## src/rtl/usb_pkg.sv

```systemverilog
// usb_pkg: shared USB constants and types for the endpoint 0 controller.
package usb_pkg;

  localparam logic [7:0] PID_OUT   = 8'hE1;
  localparam logic [7:0] PID_IN    = 8'h69;
  localparam logic [7:0] PID_SOF   = 8'hA5;
  localparam logic [7:0] PID_SETUP = 8'h2D;
  localparam logic [7:0] PID_DATA0 = 8'hC3;
  localparam logic [7:0] PID_DATA1 = 8'h4B;
  localparam logic [7:0] PID_ACK   = 8'hD2;
  localparam logic [7:0] PID_NAK   = 8'h5A;
  localparam logic [7:0] PID_STALL = 8'h1E;

  localparam int TOK_PID_LSB  = 0;
  localparam int TOK_ADDR_LSB = 8;
  localparam int TOK_ENDP_LSB = 15;
  localparam int TOK_CRC_LSB  = 19;

  localparam logic [7:0] REQ_SET_ADDRESS = 8'h05;
  localparam int         SETUP_BUF_LEN   = 8;

  typedef enum logic [1:0] {
    IDLE,
    RX_DATA,
    TX_HS,
    TX_ZLP
  } ep_state_e;

  typedef enum logic [1:0] {
    REQ_SET_ADDR,
    REQ_NO_DATA,
    REQ_UNSUPPORTED
  } req_class_e;

  // Field order matches the token bus: CRC5 in the top bits, PID in the bottom byte.
  typedef struct packed {
    logic [4:0] crc;
    logic [3:0] endp;
    logic [6:0] addr;
    logic [7:0] pid;
  } token_t;

  // A PID is only trusted when its upper nibble is the complement of the lower one.
  function automatic logic pidOk(input logic [7:0] p);
    return p[7:4] == ~p[3:0];
  endfunction

endpackage

```

## src/rtl/setup_decoder.sv

```systemverilog
// setup_decoder: classifies a captured 8-byte SETUP payload into the request
// kinds endpoint 0 can answer and extracts the SET_ADDRESS target address.
module setup_decoder
  import usb_pkg::*;
(
  input  logic [SETUP_BUF_LEN-1:0][7:0] setupBuf_i,
  output req_class_e                    reqClass_o,
  output logic [6:0]                    addrValue_o
);

  logic [7:0]  bmRequestType;
  logic [7:0]  bRequest;
  logic [15:0] wLength;
  logic        unusedBits;

  assign bmRequestType = setupBuf_i[0];
  assign bRequest      = setupBuf_i[1];
  assign wLength       = {setupBuf_i[7], setupBuf_i[6]};
  assign addrValue_o   = setupBuf_i[2][6:0];
  assign unusedBits    = ^{setupBuf_i[2][7], setupBuf_i[3], setupBuf_i[4], setupBuf_i[5]};

  // SET_ADDRESS first, then any host-to-device request without a data stage; everything else stalls.
  always_comb begin
    reqClass_o = REQ_UNSUPPORTED;
    if (bmRequestType == 8'h00 && bRequest == REQ_SET_ADDRESS) begin
      reqClass_o = REQ_SET_ADDR;
    end else if (!bmRequestType[7] && wLength == 16'h0000) begin
      reqClass_o = REQ_NO_DATA;
    end
  end

endmodule

```

## src/rtl/endpoint_ctrl.sv

```systemverilog
// endpoint_ctrl: USB device control endpoint 0. Accepts tokens addressed to
// this device/EP0, captures SETUP payloads, answers with ACK/NAK/STALL or a
// zero-length DATA1 status packet, and applies SET_ADDRESS after its status stage.
module endpoint_ctrl
  import usb_pkg::*;
#(
  parameter logic [6:0] RESET_ADDR = 7'd0,
  parameter int         SETUP_LEN  = 8
) (
  input  logic        clk,
  input  logic        nrst,
  input  logic [23:0] token_in,
  input  logic        token_in_strb,
  input  logic [7:0]  data_in,
  input  logic        data_in_strb,
  input  logic        data_in_end,
  input  logic        data_in_fail,
  input  logic [7:0]  pid,
  output logic [7:0]  data_o,
  output logic        data_o_start_stop,
  input  logic        data_o_strb,
  input  logic        data_o_fail
);

  localparam logic [3:0] LEN_FULL = 4'(SETUP_LEN);
  localparam logic [3:0] CNT_SAT  = 4'(SETUP_LEN + 1);
  localparam logic [3:0] BUF_LEN  = 4'(SETUP_BUF_LEN);

  ep_state_e                     state_q;
  logic [6:0]                    addr_q;
  logic [6:0]                    pendAddr_q;
  logic                          pendValid_q;
  logic                          statusPending_q;
  logic                          stall_q;
  logic                          toggle_q;
  logic                          setupMode_q;
  logic [3:0]                    count_q;
  logic [SETUP_BUF_LEN-1:0][7:0] setupBuf_q;
  logic [7:0]                    dataO_q;
  logic                          startStop_q;

  token_t     tok;
  logic       tokenHit;
  logic [7:0] expectPid;
  req_class_e reqClass;
  logic [6:0] reqAddr;
  logic       unusedBits;

  assign tok               = token_t'(token_in);
  assign unusedBits        = ^tok.crc;
  assign expectPid         = toggle_q ? PID_DATA1 : PID_DATA0;
  assign data_o            = dataO_q;
  assign data_o_start_stop = startStop_q;

  setup_decoder uSetupDecoder (
    .setupBuf_i  (setupBuf_q),
    .reqClass_o  (reqClass),
    .addrValue_o (reqAddr)
  );

  // A token is ours when its PID is self-consistent, it is not a SOF, and it targets this address on EP0.
  always_comb begin
    tokenHit = pidOk(tok.pid) && (tok.pid != PID_SOF) &&
               (tok.addr == addr_q) && (tok.endp == 4'd0);
  end

  // Endpoint FSM with registered transmitter outputs; any token strobe aborts the current packet and is evaluated at once.
  always_ff @(posedge clk or posedge nrst) begin
    if (nrst) begin
      state_q         <= IDLE;
      addr_q          <= RESET_ADDR;
      pendAddr_q      <= 7'd0;
      pendValid_q     <= 1'b0;
      statusPending_q <= 1'b0;
      stall_q         <= 1'b0;
      toggle_q        <= 1'b0;
      setupMode_q     <= 1'b0;
      count_q         <= 4'd0;
      setupBuf_q      <= '0;
      dataO_q         <= 8'h00;
      startStop_q     <= 1'b0;
    end else if (token_in_strb) begin
      state_q     <= IDLE;
      dataO_q     <= 8'h00;
      startStop_q <= 1'b0;
      if (tokenHit) begin
        case (tok.pid)
          PID_SETUP, PID_OUT: begin
            state_q     <= RX_DATA;
            setupMode_q <= (tok.pid == PID_SETUP);
            count_q     <= 4'd0;
          end
          PID_IN: begin
            startStop_q <= 1'b1;
            if (stall_q) begin
              state_q <= TX_HS;
              dataO_q <= PID_STALL;
            end else if (statusPending_q) begin
              state_q <= TX_ZLP;
              dataO_q <= PID_DATA1;
              count_q <= 4'd0;
            end else begin
              state_q <= TX_HS;
              dataO_q <= PID_NAK;
            end
          end
          default: ;
        endcase
      end
    end else begin
      case (state_q)
        RX_DATA: begin
          if (data_in_fail) begin
            state_q <= IDLE;
          end else if (data_in_end) begin
            state_q <= IDLE;
            if (setupMode_q) begin
              if (pid == PID_DATA0 && count_q == LEN_FULL) begin
                state_q         <= TX_HS;
                dataO_q         <= PID_ACK;
                startStop_q     <= 1'b1;
                toggle_q        <= 1'b1;
                stall_q         <= (reqClass == REQ_UNSUPPORTED);
                statusPending_q <= (reqClass != REQ_UNSUPPORTED);
                if (reqClass == REQ_SET_ADDR) begin
                  pendAddr_q  <= reqAddr;
                  pendValid_q <= 1'b1;
                end
              end
            end else if (stall_q) begin
              state_q     <= TX_HS;
              dataO_q     <= PID_STALL;
              startStop_q <= 1'b1;
            end else if (pid == PID_DATA0 || pid == PID_DATA1) begin
              state_q     <= TX_HS;
              dataO_q     <= PID_ACK;
              startStop_q <= 1'b1;
              if (pid == expectPid) begin
                toggle_q <= ~toggle_q;
              end
            end
          end else if (data_in_strb) begin
            if (count_q < BUF_LEN) begin
              setupBuf_q[count_q[2:0]] <= data_in;
            end
            if (count_q != CNT_SAT) begin
              count_q <= count_q + 4'd1;
            end
          end
        end
        TX_HS: begin
          if (data_o_strb || data_o_fail) begin
            state_q     <= IDLE;
            dataO_q     <= 8'h00;
            startStop_q <= 1'b0;
          end
        end
        TX_ZLP: begin
          if (data_o_fail) begin
            state_q     <= IDLE;
            dataO_q     <= 8'h00;
            startStop_q <= 1'b0;
          end else if (data_o_strb) begin
            dataO_q <= 8'h00;
            if (count_q == 4'd2) begin
              state_q         <= IDLE;
              startStop_q     <= 1'b0;
              statusPending_q <= 1'b0;
              if (pendValid_q) begin
                addr_q      <= pendAddr_q;
                pendValid_q <= 1'b0;
              end
            end else begin
              count_q <= count_q + 4'd1;
            end
          end
        end
        default: ;
      endcase
    end
  end

endmodule

```

## config.mk

```make
export PLATFORM = sky130hd
export DESIGN_NAME = endpoint_ctrl
export DESIGN_NICKNAME = d
export VERILOG_FILES = /design/src/rtl/usb_pkg.sv /design/src/rtl/setup_decoder.sv /design/src/rtl/endpoint_ctrl.sv
export SDC_FILE = /design/constraint.sdc
export NUM_CORES = 1
export LEC_CHECK = 0
export CAP_MARGIN = 25
export CELL_PAD_IN_SITES_DETAIL_PLACEMENT = 0
export CELL_PAD_IN_SITES_GLOBAL_PLACEMENT = 2
export CORE_MARGIN = 5
export CORE_UTILIZATION = 43
export CTS_BUF_LIST = sky130_fd_sc_hd__clkbuf_8
export DETAILED_ROUTE_END_ITERATION = 12
export PLACE_DENSITY_LB_ADDON = 0.25
export RECOVER_POWER = 100
export SETUP_SLACK_MARGIN = 0.5
export SLEW_MARGIN = 25
export SYNTH_ARGS = -nofsm -noshare
export SYNTH_HDL_FRONTEND = slang
export SYNTH_HIERARCHICAL = 1
export SYNTH_SLANG_ARGS = --single-unit
```

## constraint.sdc

```tcl
create_clock -name clk -period 8.6 [get_ports clk]
set_input_delay 1.29 -clock clk [delete_from_list [all_inputs] [get_ports clk]]
set_output_delay 1.29 -clock clk [all_outputs]
set_load 0.05 [all_outputs]
```

==> flow_metrics.env <==
# implementation run metrics
export IMPL_status="finished with violations"
export IMPL_violations="capacitance limit, slew limit"
export IMPL_tritoncts="yes"
export IMPL_syn_area_per_cell_um2=11.90
export IMPL_pwr_share_comb_pct=10.8
export IMPL_insertion_delay_ns=0.34
export IMPL_setup_tns_ns=0
export IMPL_crit_fanout=56
export IMPL_busiest_layer="met2"
export IMPL_place_ws_ns=4.579
export IMPL_hp_start="setupBuf_q[20]"
export IMPL_clkTransAtPathRegs_ns=0.08
export IMPL_comb_cell_power_uw=76.8
export IMPL_critPathRequiredTime_ns=8.42
export IMPL_layout_nets=415
export IMPL_grt_met3_usage_pct=4.127
export IMPL_dr_total_vias=2580
export IMPL_finalHoldViolations=0
export IMPL_reg2regPathDepth=7
export IMPL_power_internal_uw=535.7
export IMPL_num_rows=34
export IMPL_cts_setup_buffers=0
export IMPL_use_met1_pct=21.24
export IMPL_r2r_end="setupBuf_q[2]"
export IMPL_fp_utilization_pct=43.33
export IMPL_syn_area_um2=3724
export IMPL_p_sw_uw=176.8
export IMPL_wl_per_cell_um=16.80
export IMPL_dp_hpwl_um=5926
export IMPL_fmax_mhz=206.2
export IMPL_clkSinkCount=71
export IMPL_dr_max_layer_used="met4"
export IMPL_warnings=36
export IMPL_p_seq_uw=340
export IMPL_pwr_share_seq_pct=47.8
export IMPL_crit_type="in -> async"
export IMPL_power_switching_share_pct=24.82
export IMPL_power_density_nw_per_um2=160.1
export IMPL_die_area_um2=10620
export IMPL_p_leak_nw=2.047
export IMPL_worstSetupEndpointType="async pin"
export IMPL_min_path_type="reg -> reg"
export IMPL_fp_nets=368
export IMPL_root_buffer="clkbuf_8"
export IMPL_hold_ws_ns=0.4986
export IMPL_final_cell_mix="dfrtp_1 (71), mux2_2 (58), clkdlybuf4s50_1 (37)"
export IMPL_drive_above_1_share_pct=22.47
export IMPL_portBuffers=50
export IMPL_cts_buffers=9
export IMPL_place_area_um2=4273
export IMPL_cts_buffer_depth=2
export IMPL_maxCapViolCount=1
export IMPL_power_uw=712.6
export IMPL_drt_iter0_markers=51
export IMPL_holdPathStages=1
export IMPL_area_growth_pct=19.56
export IMPL_rsz0062_at_grt="no"
export IMPL_timing_rr_start="state_q[1]"
export IMPL_comb_area_um2=1754
export IMPL_postRouteAntennaNets=0
export IMPL_ff2ff_setup_slack_ns=5.48
export IMPL_ff_latch_area_um2=1777
export IMPL_routed_wl_met2_um=3889
export IMPL_diodes=0
export IMPL_fillers=809
export IMPL_ctsHoldBuffers=0
export IMPL_largest_reg_flops=39
export IMPL_drc_errors=0
export IMPL_drv_slew=57
export IMPL_min_period_over_period_pct=56.38
export IMPL_cts_htree_levels=3
export IMPL_worst_slew_pin_slew_ns=2.891
export IMPL_die_h_um=103.1
export IMPL_final_core_util_pct=51.81
export IMPL_maxPowerGroup="sequential cells"
export IMPL_irDropWorstVdd_uv=96.55
export IMPL_grt_max_degree=72
export IMPL_viasPerCell=5.455
export IMPL_wl_met3_um=375
export IMPL_dp_cells=456
export IMPL_setup_violations_final=0
export IMPL_grt_total_usage_pct=16.13
export IMPL_worst_slack_ns=3.751
export IMPL_slew_headroom_pct=-92.71
export IMPL_ys_warnings_count=6
export IMPL_cts_repair_resized=0
export IMPL_gp_congestion=0.7625
export IMPL_grtUsageMet2_pct=26.54
export IMPL_first_pass_iters=4
export IMPL_synth_cells=313
export IMPL_grt_pass1_wl_um=13140
export IMPL_period_minus_slack_ns=4.849
export IMPL_die_x_um=103.1
export IMPL_routed_wl_um=7948
export IMPL_cp_start_kind="input port"
## worst max-delay path by stage
stage	startpoint	end	slack, ns	cells after the start
floorplan	nrst	addr_q[0]	5.51	1
global placement	token_in_strb	setupBuf_q[51]	4.54	6
detailed placement	token_in_strb	setupBuf_q[4]	4.58	6
CTS	token_in_strb	setupBuf_q[51]	4.93	6
global route	nrst	data_o_start_stop	2.82	4
finish	nrst	setupBuf_q[20]	3.75	4
## final cells by class
cell class,instances,share of cell area (%)
well taps,108,3.035
clock buffers,9,2.782
inverters,15,1.265
flip-flops and latches,71,39.91
repair buffers,52,11.41
clock inverters,7,2.192
multi-input cells,211,39.40
## worst max-delay path, cell delays in order
cell and delay (ns):
dlygate4sd3_1 0.54, clkinv_1 0.04, clkbuf_1 0.65, clkbuf_1 2.11
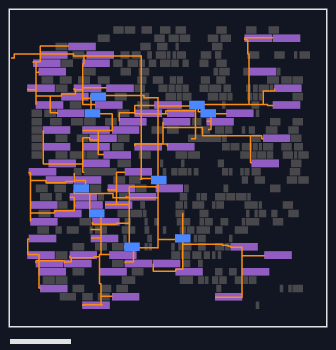
**Above:** clock network drawn from the DEF.
Bar = 20 um.
[purple] flip-flops | count: 71
[blue] cells driving clock nets | count: 9
[orange] clock wires | length: 922 um
flops lie: all over the die
routed clock nets: 10
skew final: 0.01159 ns
clock-net power: 295 uW
clock network power share: 41.4%

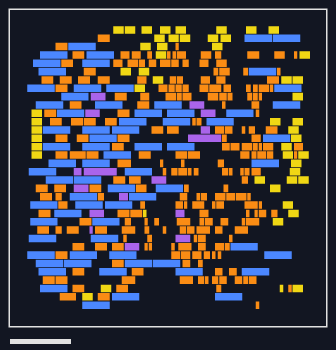
**Above:** placement by cell class.
Bar = 20 um.
| color | class | cells | share of their area |
|---|---|---|---|
| orange | all other logic | 226 | 42% |
| yellow | other buffers and delay cells | 52 | 12% |
| purple | clock drivers and dummy loads | 16 | 5.1% |
| blue | flops | 71 | 41% |
Core Region: 8593 um^2
Seq/total area: 39.91%
Design Area, Final: 4452 um^2

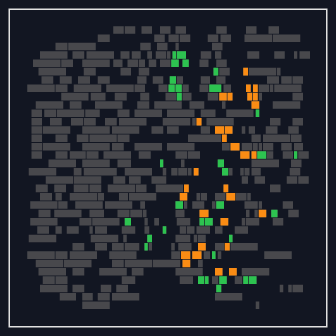
**Above:** gate-type map.
| color | family | cells | most used |
|---|---|---|---|
| orange | inverting AOI/OAI gates | 30 | o21ai_0 |
| green | NAND gates | 33 | nand2_1 |
Non-Filler Instances: 473
Top cell excl fill/tap: dfrtp_1
logic share of the area: 39.40%

Power figures rest on the tool's default switching activity, not on a simulated workload.
